### Cell classes on the final placement

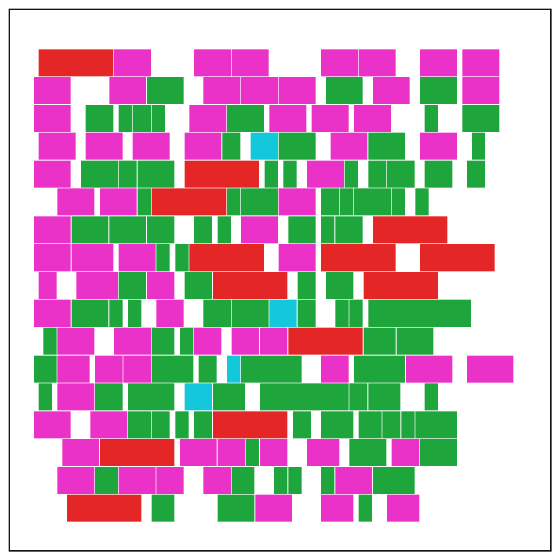
### Routing congestion map

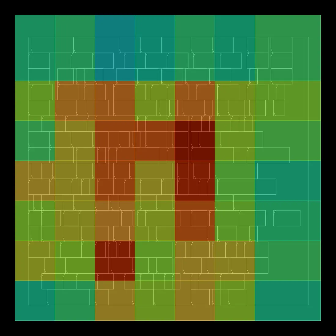
### Register map, names as in the netlist

Bar = 20 um. Other sequential cells in the stronger gray, the rest of the logic in the fainter gray.
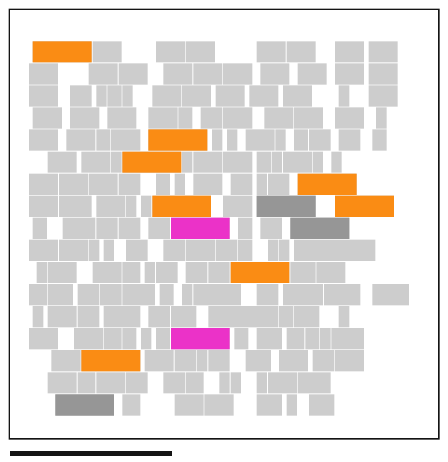
### Routed metal, one color a layer

Bar = 20 um.
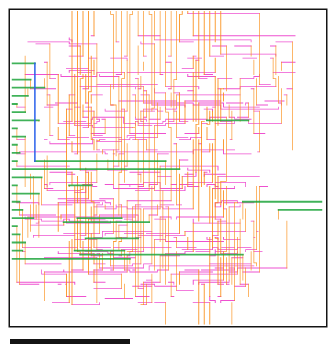
### Signal metal coverage by tile

Bar = 20 um. The die is cut into 11 by 11 equal tiles; dark blue is low, red is high, scaled to the fullest tile. Values are wire area over tile area, all layers added.
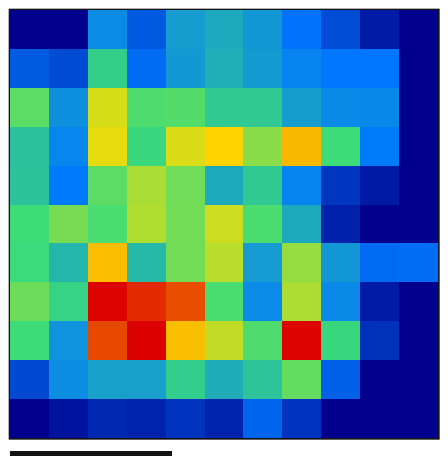
`src/rtl/rr_mux_if.sv`:
```
// Handshake bundle for rr_mux: N input channels in, one registered output stream out.
interface rr_mux_if #(
  parameter int N = 4,
  parameter int W = 8
);
  localparam int S = $clog2(N);

  logic [N*W-1:0] in_data;
  logic [N-1:0]   in_valid;
  logic [N-1:0]   in_ready;
  logic           mode;
  logic [S-1:0]   sel;
  logic [W-1:0]   out_data;
  logic           out_valid;
  logic           out_ready;
  logic [S-1:0]   out_ch;

  modport master (
    output in_data, in_valid, mode, sel, out_ready,
    input  in_ready, out_data, out_valid, out_ch
  );

  modport slave (
    input  in_data, in_valid, mode, sel, out_ready,
    output in_ready, out_data, out_valid, out_ch
  );
endinterface

```
`src/rtl/rr_mux.sv`:
```
// N-to-1 stream mux with fixed-select or round-robin arbitration and a single output register.
module rr_mux #(
  parameter int N = 4,
  parameter int W = 8
) (
  input logic   clk,
  input logic   rst_n,
  rr_mux_if.slave bus
);
  localparam int S = $clog2(N);

  logic [S-1:0] ptr;
  logic [S-1:0] gnt;
  logic         gnt_vld;
  logic         load_en;
  logic         xfer;

  always_comb begin
    load_en = !bus.out_valid || bus.out_ready;
    gnt     = '0;
    gnt_vld = 1'b0;
    if (!bus.mode) begin
      // An out-of-range sel leaves nothing eligible.
      if (int'(bus.sel) < N) begin
        gnt     = bus.sel;
        gnt_vld = bus.in_valid[bus.sel];
      end
    end else begin
      for (int unsigned k = 0; k < N; k++) begin
        if (!gnt_vld && bus.in_valid[S'((int'(ptr) + k) % N)]) begin
          gnt     = S'((int'(ptr) + k) % N);
          gnt_vld = 1'b1;
        end
      end
    end
    xfer = gnt_vld && load_en && rst_n;
    bus.in_ready = '0;
    if (xfer) bus.in_ready[gnt] = 1'b1;
  end

  always_ff @(posedge clk) begin
    if (!rst_n) begin
      bus.out_valid <= 1'b0;
      bus.out_data  <= '0;
      bus.out_ch    <= '0;
      ptr           <= '0;
    end else if (xfer) begin
      bus.out_data  <= bus.in_data[int'(gnt)*W +: W];
      bus.out_ch    <= gnt;
      bus.out_valid <= 1'b1;
      if (bus.mode) ptr <= (int'(gnt) == N-1) ? '0 : gnt + 1'b1;
    end else if (bus.out_ready) begin
      bus.out_valid <= 1'b0;
    end
  end
endmodule

```
`src/flat_wrapper.sv`:
```
// flat-port wrapper written by rule: the top's interface ports become plain ports
module rr_mux_flat 
#(
  parameter int N = 4,
  parameter int W = 8
)
  (clk, rst_n, bus_in_data, bus_in_valid, bus_mode, bus_sel, bus_out_ready, bus_in_ready, bus_out_data, bus_out_valid, bus_out_ch);
  rr_mux_if #(.N(N), .W(W)) bus_i ();
  input logic clk;
  input logic rst_n;
  input wire logic [$bits(bus_i.in_data)-1:0] bus_in_data;
  input wire logic [$bits(bus_i.in_valid)-1:0] bus_in_valid;
  input wire logic [$bits(bus_i.mode)-1:0] bus_mode;
  input wire logic [$bits(bus_i.sel)-1:0] bus_sel;
  input wire logic [$bits(bus_i.out_ready)-1:0] bus_out_ready;
  output wire logic [$bits(bus_i.in_ready)-1:0] bus_in_ready;
  output wire logic [$bits(bus_i.out_data)-1:0] bus_out_data;
  output wire logic [$bits(bus_i.out_valid)-1:0] bus_out_valid;
  output wire logic [$bits(bus_i.out_ch)-1:0] bus_out_ch;
  assign bus_i.in_data = bus_in_data;
  assign bus_i.in_valid = bus_in_valid;
  assign bus_i.mode = bus_mode;
  assign bus_i.sel = bus_sel;
  assign bus_i.out_ready = bus_out_ready;
  assign bus_in_ready = bus_i.in_ready;
  assign bus_out_data = bus_i.out_data;
  assign bus_out_valid = bus_i.out_valid;
  assign bus_out_ch = bus_i.out_ch;
  rr_mux #(.N(N), .W(W)) u_core (.clk(clk), .rst_n(rst_n), .bus(bus_i));
endmodule
```
`config.mk`:
```
export PLATFORM = sky130hd
export DESIGN_NAME = rr_mux_flat
export DESIGN_NICKNAME = d
export VERILOG_FILES = /design/src/rtl/rr_mux_if.sv /design/src/rtl/rr_mux.sv /design/src/flat_wrapper.sv
export SDC_FILE = /design/constraint.sdc
export NUM_CORES = 1
export LEC_CHECK = 0
export CAP_MARGIN = 20
export CORE_MARGIN = 2
export CORE_UTILIZATION = 40
export CTS_CLUSTER_DIAMETER = 60
export CTS_CLUSTER_SIZE = 8
export DETAILED_ROUTE_END_ITERATION = 8
export PLACE_DENSITY = 0.87
export SLEW_MARGIN = 20
export SYNTH_ARGS = -nofsm -noshare
export SYNTH_HDL_FRONTEND = slang
export SYNTH_SLANG_ARGS = --single-unit
```
`constraint.sdc`:
```
create_clock -name clk -period 2.8 [get_ports clk]
set_input_delay 0.56 -clock clk [delete_from_list [all_inputs] [get_ports clk]]
set_output_delay 0.56 -clock clk [all_outputs]
set_load 0.02 [all_outputs]
```
==> flow_metrics.env <==
# source this file to load flow results
export IMPL_syn_area_per_cell_sq_um=8.34
export IMPL_layout_nonclk_buf_share_pct=39.8
export IMPL_syn2layout_area_growth_pct=73.3
export IMPL_logic_gate_count=94
export IMPL_crit_chain="clkdlybuf4s50_1 > nor2b_2 > nor4b_4 > nor3_4 > buf_4 > nor2_1 > clkdlybuf4s15_2"
export IMPL_clkCellAreaFrac_pct=1.59
export IMPL_row_count=17
export IMPL_finish_utilization_pct=73.8
export IMPL_crit_family="buffers and inverters"
export IMPL_die_y_um=52.8
export IMPL_regToRegEndpoint="u_core.bus.out_data[7]"
export IMPL_inv_count=1
export IMPL_setup_ws_ns=0.0952
export IMPL_largest_reg_flops=8
export IMPL_synthArstFlopShare_pct=0
export IMPL_synth_cell_type_count=34
export IMPL_firstDrtPassIters=4
export IMPL_die_w_um=52.8
export IMPL_worstHoldPathCells=1
export IMPL_timing_final_hold_violations=0
export IMPL_reg2reg_slack_ns=0.72
export IMPL_combGateArea_sq_um=667
export IMPL_dp_hpwl_um=2440
export IMPL_internal_power_mw=0.405
export IMPL_ys_cells=114
export IMPL_common_cells="nand2_1, mux2i_1, dfxtp_1"
export IMPL_aoi_share_pct=20.3
export IMPL_numCtsBuffers=3
export IMPL_ys_seq_share_pct=27.4
export IMPL_cp_startpoint="bus_in_valid[2]"
export IMPL_yosysChipArea_sq_um=951
export IMPL_taps=28
export IMPL_top_register="u_core.bus.out_data"
export IMPL_pg_comb_mw=0.267
export IMPL_status="finished clean"
export IMPL_tns_ns=0
export IMPL_diodes=0
export IMPL_clock_latency_late_pin_ns=0.28
export IMPL_crit_path_start_kind="primary input"
export IMPL_period_used_pct=96.6
export IMPL_netlist_area_sq_um=951
export IMPL_placedInstanceArea_sq_mm=0.00159
export IMPL_cpPeakStageDelay_ns=0.47
export IMPL_synth_area_leader_cell="dfxtp_1"
export IMPL_hp_start="u_core.bus.out_ch[1]"
export IMPL_floorplan_nets=156
export IMPL_die_area_sq_mm=0.00278
export IMPL_layout_top_cell="clkdlybuf4s50_1"
export IMPL_synthXorXnorAreaFrac_pct=0.921
export IMPL_fillCellCount=175
export IMPL_syn_inst=114
export IMPL_busiest_layer="met2"
export IMPL_fmax_mhz=370
export IMPL_grt_pass1_wl_um=5020
export IMPL_crit_required_ns=2.24
export IMPL_reg_top3="u_core.bus.out_data: 8 flops, u_core.bus.out_ch: 2 flops, u_core.ptr: 2 flops"
export IMPL_use_met3_pct=6.57
export IMPL_dp_slack_ns=-0.307
export IMPL_top_cell="nand2_1"
export IMPL_biggestCellCategory="multi-input combinational cells"
export IMPL_crit_fanout=6
export IMPL_clockBufferDepth=2
export IMPL_instances_no_fill=209
export IMPL_slew_headroom_pct=73.0
export IMPL_r2r_start="u_core.ptr[0]"
export IMPL_wl_met1_um=1240
export IMPL_grt_max_degree=14
export IMPL_ff_latch_area_sq_um=260
export IMPL_clkTransAtPathRegs_ns=0.08
export IMPL_yosys_warnings=0
export IMPL_swShare_pct=32.8
About 'Cell classes on the final placement':
legend:
  red:
    class: registers
    cells: 13
    share_of_their_area: 16%
  cyan:
    class: clock drivers and dummy loads
    cells: 4
    share_of_their_area: 1.6%
  magenta:
    class: remaining buffers and delay cells
    cells: 69
    share_of_their_area: 41%
  green:
    class: remaining logic cells
    cells: 95
    share_of_their_area: 42%

About 'Routing congestion map':
wire per inst: 14.6 um
GR met1 Demand/Resource: 27.6%

About 'Register map, names as in the netlist':
legend:
  magenta:
    netlist_name: u_core.bus.out_ch
    sequential_cells: 2
  orange:
    netlist_name: u_core.bus.out_data
    sequential_cells: 8

About 'Routed metal, one color a layer':
legend:
  orange:
    layer: M2
    wire_length: 1570 um
  blue:
    layer: M4
    wire_length: 16.3 um
  magenta:
    layer: M1
    wire_length: 1240 um
  green:
    layer: M3
    wire_length: 214 um
total number of vias: 1097
routed wire length: 3040 um
Tot GR Track Use: 24.6%

About 'Signal metal coverage by tile':
fullest tile: 0.48
tiles over half the peak: 31%
mean over tiles: 0.17
nearly empty tiles: 14%

